==> config.mk <==
export PLATFORM = sky130hd
export DESIGN_NAME = score_display_mux
export DESIGN_NICKNAME = d
export VERILOG_FILES = /design/src/rtl/score_pkg.sv /design/src/rtl/seven_seg_decoder.sv /design/src/rtl/score_display_mux.sv
export SDC_FILE = /design/constraint.sdc
export NUM_CORES = 1
export LEC_CHECK = 0
export CAP_MARGIN = 20
export CORE_MARGIN = 1
export CORE_UTILIZATION = 45
export DETAILED_ROUTE_END_ITERATION = 8
export PLACE_DENSITY = 0.71
export SLEW_MARGIN = 10
export SYNTH_ARGS = -nofsm -noshare
export SYNTH_HDL_FRONTEND = slang
export SYNTH_SLANG_ARGS = --single-unit
==> constraint.sdc <==
create_clock -name clk_fpga -period 2.6 [get_ports clk_fpga]
set_input_delay 0.78 -clock clk_fpga [delete_from_list [all_inputs] [get_ports clk_fpga]]
set_output_delay 0.78 -clock clk_fpga [all_outputs]
set_load 0.02 [all_outputs]
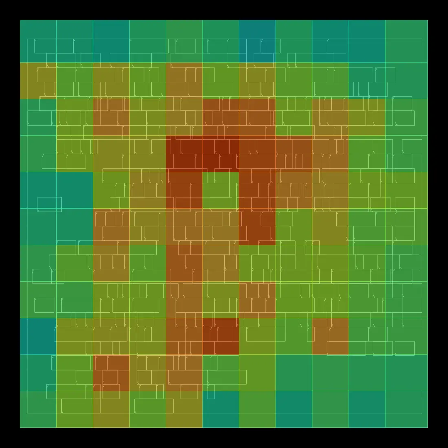
run_1/congestion_map.png
GR Util met1: 26.63%
layer with the highest usage: met2
GRT Total Usage: 19.59%
Routed wire per std cell: 14.15 microns
fin util: 60.19%

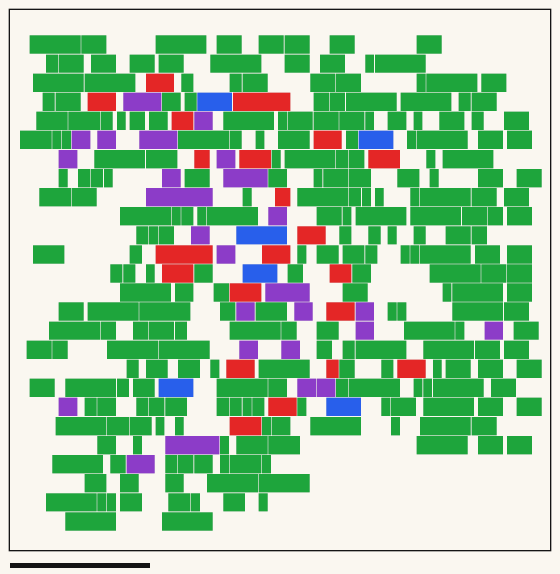
run_1/sizing.png
Scale bar: 20 microns.
[purple] x3 and x4 | cells: 26 | share: 8.4%
[red] x2 | cells: 21 | share: 6.8%
[green] x1 and smaller | cells: 257 | share: 83%
[blue] x6 and larger | cells: 6 | share: 1.9%
final setup margin: 182.9 ps
Final Cell Area: 0.003172 sq mm
P&R area growth vs syn: 25.25%
non-clock buffer count: 55

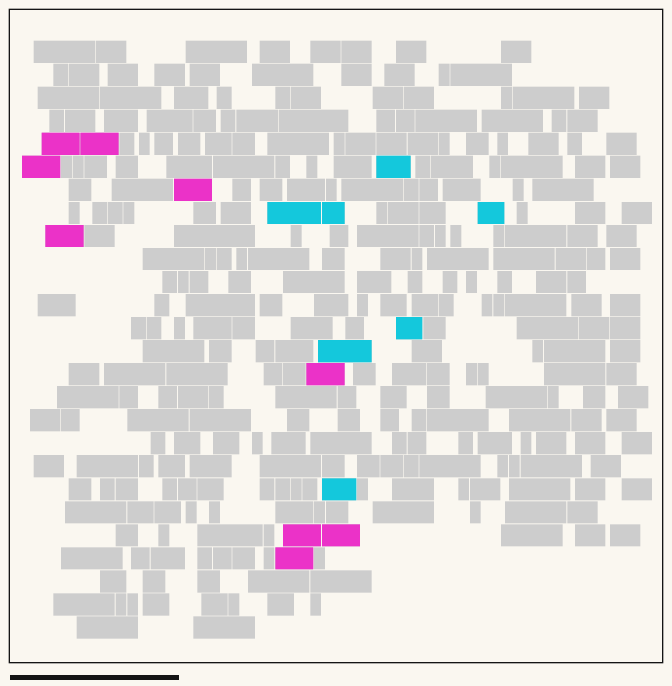
run_1/gates.png
Scale bar: 20 microns.
[cyan] non-inverting ao/oa cells | cells: 7
[magenta] fa/ha/maj cells | cells: 9 | most used: ha_1
Final Non-Filler Cells: 380
Comb area share: 45.13%
most numerous logic cell after layout: dfxtp_1

==> flow_metrics.env, run 1 <==
# implementation run metrics
export IMPL_hold_path_class="flip-flop to flip-flop"
export IMPL_largest_register_ffs=16
export IMPL_power_switching_uw=774.4
export IMPL_status="complete, no violations"
export IMPL_required_ps=2850
export IMPL_synth_area_sq_mm=0.002532
export IMPL_max_cap_violations=0
export IMPL_max_vdd_ir_drop_mv=0.5293
export IMPL_internal_power_mw=1.476
export IMPL_reg2reg_depth=10
export IMPL_fin_nets=342
export IMPL_fp_coreArea_sq_mm=0.005270
export IMPL_crit_path_end_kind="flip-flop"
export IMPL_min_path_cells=1
export IMPL_topCellsByArea="dfxtp_1, mux2i_1, nor2_1, ha_1, a21oi_1"
export IMPL_vias=2004
export IMPL_ys_warn_count=0
export IMPL_seq_power_share_pct=43.1
export IMPL_fin_crit_sh_pct=92.96
export IMPL_synthCells=260
export IMPL_drtIter0Drc=197
export IMPL_cts_root_buf="clkbuf_8"
export IMPL_synth_main_ff_cell="dfxtp_1"
export IMPL_arrival_ps=2660
export IMPL_slew_violations=0
export IMPL_worst_skew_pair_late_latency_ps=310
export IMPL_ys_seq_share_pct=40.32
export IMPL_cts_made_buffers=5
export IMPL_gr_total_overflow=0
export IMPL_synth_seq_cells=51
export IMPL_power_mw=2.250
export IMPL_route_detailed_drc=0
export IMPL_antenna_found_initial=0
export IMPL_diodes=0
export IMPL_p_leak_nw=1.374
export IMPL_top_cells_by_count="dfxtp_1, nor2_1, mux2i_1, a21oi_1"
export IMPL_io_pins=37
export IMPL_synth_async_sr_flop_share_pct=0
export IMPL_clockPowerShare_pct=19.5
export IMPL_rsz0062_at_grt="false"
export IMPL_fp_utilization_pct=48.05
export IMPL_clkTransAtPathRegs_ps=90
export IMPL_grt_pass1_vias=1931
export IMPL_fmax_mhz=413.7
export IMPL_power_density_mw_per_mm2=709.4
export IMPL_worstSetupPathType="flip-flop to flip-flop"
export IMPL_switching_share_pct=34.42
export IMPL_port_buffers=36
export IMPL_ant_nets=0
export IMPL_min_period_ps=2417
export IMPL_holdWs_ps=447.6
export IMPL_grt_max_degree=29
export IMPL_grt_pass1_wl_microns=9239
export IMPL_hold_viol_final=0
export IMPL_drive_gt1_share_pct=17.10
export IMPL_clock_skew_ps=5.975
export IMPL_cts_setup_buffers=0
export IMPL_fin_setup_tns_ps=0
export IMPL_rrSetupSlack_ps=180
export IMPL_max_slew_margin_pct=64.68
export IMPL_dieArea_sq_mm=0.005931
export IMPL_chipWidth_microns=77.02
export IMPL_start_kind="flip-flop"
export IMPL_row_count=26
export IMPL_viasPerCell=5.274
export IMPL_place_congestion=0.8060
export IMPL_synth_avg_cell_area_sq_um=9.740
export IMPL_pwr_share_comb_pct=37.4
export IMPL_ys_area_sq_mm=0.002532
export IMPL_first_pass_iters=4
export IMPL_top_cell="dfxtp_1"
export IMPL_ys_types=56
export IMPL_cts_sinks=51
export IMPL_cts_tree="done"
export IMPL_cts_path_max_buffers=2
export IMPL_edf_count=0
export IMPL_dpl_worst_slack_ps=-352.2
export IMPL_fp_nets=293
export IMPL_warning_count=32
export IMPL_largest_area_cell="dfxtp_1"
export IMPL_setup_violations=0
export IMPL_synth_stat_cells=260
export IMPL_top_area_share_pct=40.32
export IMPL_tightestPinTransition_ps=528.2
## run 1: layout make-up
type	instances	area, sq um
Clock buffer	6	72.57
Clock inverter	2	12.51
Fill cell	466	2098
Inverter	7	26.28
Multi-Input combinational cell	189	1431
Sequential cell	51	1021
Tap cell	70	87.58
Timing Repair Buffer	55	520.5
## run 1: placed cells by master, fill, tap and decap left out, drive strengths merged, types with 4 or more instances in the layout
| cell type | count |
|---|---|
| nand3 | 10 |
| nand3b | 5 |
| nand2b | 4 |
| nor2 | 35 |
| o21ai | 5 |
| clkbuf | 6 |
| xor2 | 7 |
| nor4 | 5 |
| mux2i | 25 |
| ha | 9 |
| mux2 | 6 |
| nor2b | 6 |
| buf | 19 |
| nand2 | 10 |
| clkdlybuf4s50 | 34 |
| a21oi | 18 |
| inv | 7 |
| dfxtp | 51 |
## run 1: timing repair
item | 4_1_cts | 5_1_grt
endpoints found under the hold margin | 0 | 0
resized | 1 | 6
endpoints found under the setup margin | 3 | 6
hold buffers | 0 | 0
## run 1: logic make-up (layout without fill, tap and decap cells)
family / Yosys count / count (layout) / share of synthesized area [%]
xor gates and xnor gates: 9 / 9 / 3.113
AOI/OAI and AO/OA: 45 / 45 / 13.09
DFF: 51 / 51 / 40.32
adders and majority gates: 9 / 9 / 4.447
and+or+nand+nor: 93 / 93 / 20.11
buffers and inverters: 20 / 70 / 4.298
muxes: 33 / 33 / 14.62
## run 1: power by group through the flow
stage | registers [mW] | clock network [mW] | logic (mW)
2_1_floorplan | 0.979 | 0 | 0.613
3_3_place_gp | 0.980 | 0 | 0.809
3_5_place_dp | 0.987 | 0 | 0.824
4_1_cts | 0.968 | 0.457 | 0.834
5_1_grt | 0.985 | 0.492 | 0.939
6_report | 0.969 | 0.439 | 0.841
## run 1: metal layers
metal  global-route usage (%)  part of all wire (%)  vias to the layer above  wire length [microns]
li1                         -                     -                     1025                      -
met2                    30.09                    44                       48                   2383
met4                    7.736                   1.3                        0                     72
met5                        0                     0                        -                      0
met1                    26.63                    50                      926                   2667
met3                    4.286                   4.7                        5                    253
## run 1: worst max-delay path, stage by stage (launching register included)
cell and delay, ps:
dfxtp_1 320, ha_1 230, nand3b_2 190, buf_12 220
mux2i_1 270, a21boi_0 120, o21a_2 250, buf_4 160
ha_1 210, mux2_4 280, a21boi_2 120
## run 1: metrics by stage
step	std cells	area, sq um
floorplan	260	2532
global placement	372	3053
detailed placement	372	3053
CTS	380	3146
global route	380	3172
finish	380	3172
run_1/class_map.png
Scale bar: 20 microns.
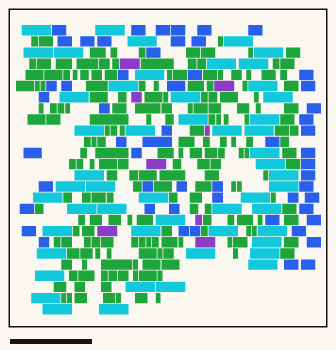

==> run 1 -> run 2 <==
--- a/config.mk
+++ b/config.mk
@@ -6,7 +6,7 @@
 export NUM_CORES = 1
 export LEC_CHECK = 0
 export CAP_MARGIN = 20
-export CORE_MARGIN = 1
+export CORE_MARGIN = 2
 export CORE_UTILIZATION = 45
 export DETAILED_ROUTE_END_ITERATION = 8
 export PLACE_DENSITY = 0.71
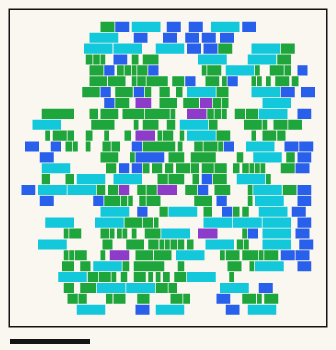
run_2/class_map.png
Scale bar: 20 microns.
[blue] remaining buffers and delay cells | cells: 57
[green] remaining logic cells | cells: 196
[cyan] registers | cells: 51
[purple] clock drivers and dummy loads | cells: 8
fin util: 58.09%
flop share of the area: 32.11%
Core Area: 0.005473 sq mm
Final Cell Area: 0.003179 sq mm
Cell Rows: 27

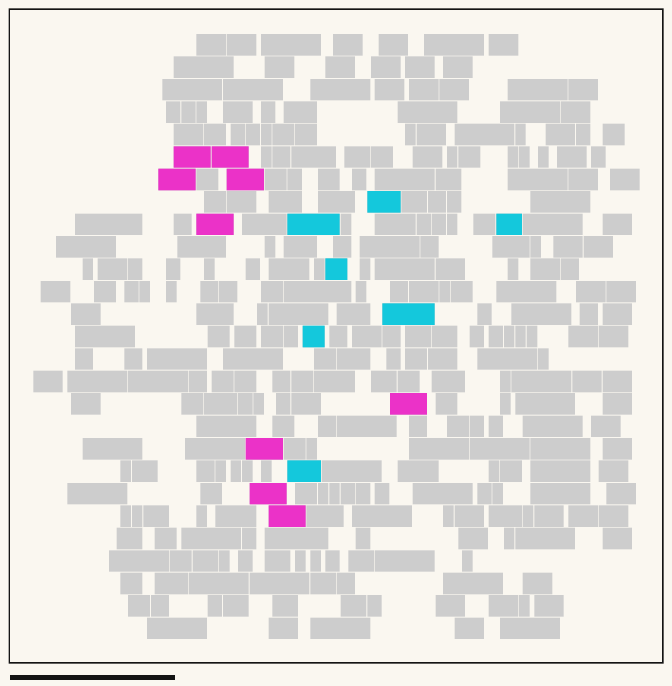
run_2/gates.png
Scale bar: 20 microns.
[magenta] fa/ha/maj cells | cells: 9 | most used: ha_1
[cyan] non-inverting ao/oa cells | cells: 7 | where: middle
Final Non-Filler Cells: 384
Comb area share: 44.51%

==> flow_metrics.env, run 2 <==
# implementation run metrics
export IMPL_antenna_found_initial=0
export IMPL_worstSetupPathType="primary input to flip-flop"
export IMPL_top_cell="dfxtp_1"
export IMPL_start_kind="primary input"
export IMPL_cts_path_max_buffers=2
export IMPL_top_cells_by_count="dfxtp_1, nor2_1, mux2i_1, a21oi_1"
export IMPL_topCellsByArea="dfxtp_1, mux2i_1, nor2_1, ha_1, a21oi_1"
export IMPL_arrival_ps=2720
export IMPL_synthMuxAreaShare_pct=14.62
export IMPL_layout_setup_ws_ps=82.98
export IMPL_warning_count=32
export IMPL_drive_gt1_share_pct=17.31
export IMPL_grt_util_all_layers_pct=18.70
export IMPL_clkTransAtPathRegs_ps=100
export IMPL_rrSetupSlack_ps=90
export IMPL_clockPowerShare_pct=21.1
export IMPL_hold_viol_final=0
export IMPL_seq_power_share_pct=42.3
export IMPL_ant_nets=0
export IMPL_clock_skew_ps=7.659
export IMPL_fp_utilization_pct=46.27
export IMPL_synth_seq_cells=51
export IMPL_viasPerCell=5.292
export IMPL_synth_main_ff_cell="dfxtp_1"
export IMPL_cp_common_cell="inv_1"
export IMPL_area_growth_syn_to_layout_pct=25.54
export IMPL_max_slew_margin_pct=67.05
export IMPL_cts_root_buf="clkbuf_8"
export IMPL_synth_area_sq_mm=0.002532
export IMPL_synth_avg_cell_area_sq_um=9.740
export IMPL_slew_violations=0
export IMPL_critPathSlowestCell="mux4_2"
export IMPL_cts_setup_buffers=0
export IMPL_fin_setup_tns_ps=0
export IMPL_ys_area_sq_mm=0.002532
export IMPL_num_fill_cells=487
export IMPL_synthAoiAreaFrac_pct=13.09
export IMPL_dieArea_sq_mm=0.006243
export IMPL_grt_max_degree=34
export IMPL_status="complete, no violations"
export IMPL_grt_pass1_vias=1896
export IMPL_fin_nets=344
export IMPL_vias=2032
export IMPL_first_pass_iters=4
export IMPL_dpl_worst_slack_ps=-322.7
export IMPL_internal_power_mw=1.486
export IMPL_m1WireLength_microns=2564
export IMPL_largest_register_ffs=16
export IMPL_cts_tree="done"
export IMPL_crit_path_end_kind="flip-flop"
export IMPL_power_mw=2.283
export IMPL_place_congestion=0.8428
export IMPL_worstPathCellList="clkdlybuf4s50_1 -> mux4_2 -> or2_2 -> o311ai_2 -> inv_1 -> ha_1 -> inv_1 -> mux2_2 -> a21oi_1"
export IMPL_io_pins=37
export IMPL_p_leak_nw=1.368
export IMPL_port_buffers=36
export IMPL_cts_made_buffers=5
export IMPL_hold_path_class="flip-flop to flip-flop"
export IMPL_setup_violations=0
export IMPL_max_cap_violations=0
export IMPL_dr_wl_met2_microns=2437
export IMPL_final_cell_mix="dfxtp_1, clkdlybuf4s50_1, nor2_1"
export IMPL_synthCells=260
export IMPL_pwr_share_comb_pct=36.6
export IMPL_cts_sinks=51
[run 2: cell types whose count changed in the layout (fill, tap and decap cells not counted), sizes merged]
cell	change
buf	+2
clkbuf	-1
clkdlybuf4s50	+2
dlymetal6s2s	-2
inv	+1
[run 2: logic make-up after synthesis]
logic type	count (synthesis)
buffers and inverters	20
AOI/OAI and AO/OA	45
xor gates and xnor gates	9
adders and majority gates	9
and+or+nand+nor	93
muxes	33
DFF	51
[run 2: area by class of cell]
type | instances | area (sq um) | area share, %
inverters | 7 | 26.28 | 0.8264
clock buffers | 5 | 68.82 | 2.165
clock inverters | 3 | 27.53 | 0.8658
flip-flops and latches | 51 | 1021 | 32.11
well taps | 72 | 90.09 | 2.834
multi-input cells | 189 | 1415 | 44.51
repair buffers | 57 | 530.5 | 16.69
[run 2: power groups by stage]
stage | clock (mW) | sequential (mW) | combinational [mW]
6_report | 0.482 | 0.967 | 0.835
5_1_grt | 0.536 | 0.980 | 0.937
4_1_cts | 0.498 | 0.966 | 0.832
3_5_place_dp | 0 | 0.983 | 0.823
3_3_place_gp | 0 | 0.981 | 0.808
2_1_floorplan | 0 | 0.979 | 0.613
[run 2: through the flow]
stage / cell area, sq um / instances
2_1_floorplan: 2532 / 260
4_1_cts: 3174 / 384
6_report: 3179 / 384
3_5_place_dp: 3070 / 376
3_3_place_gp: 3070 / 376
5_1_grt: 3179 / 384
[run 2: metal layers]
layer  GRT usage [%]  up-vias
met4           7.241        0
met2           28.14       60
met5               0        -
li1                -     1025
met3           3.977        4
met1           26.21      943
[run 2: what timing repair did]
action                     CTS  global route
gates cloned                 0             0
setup endpoints to repair    1             2
hold buffers                 0             0
gates resized                1             1
hold endpoints to repair     0             0
[run 2: worst register-to-register path: stages, from the launching register on]
cell and delay [ps]:
dfxtp_1 330, ha_1 390, buf_4 200, mux2_2 320
a32oi_1 240, o21a_1 240, inv_1 90, ha_1 220
mux2_2 270, a21oi_1 150
No activity file was given, so power comes from the tool's default toggle rates.
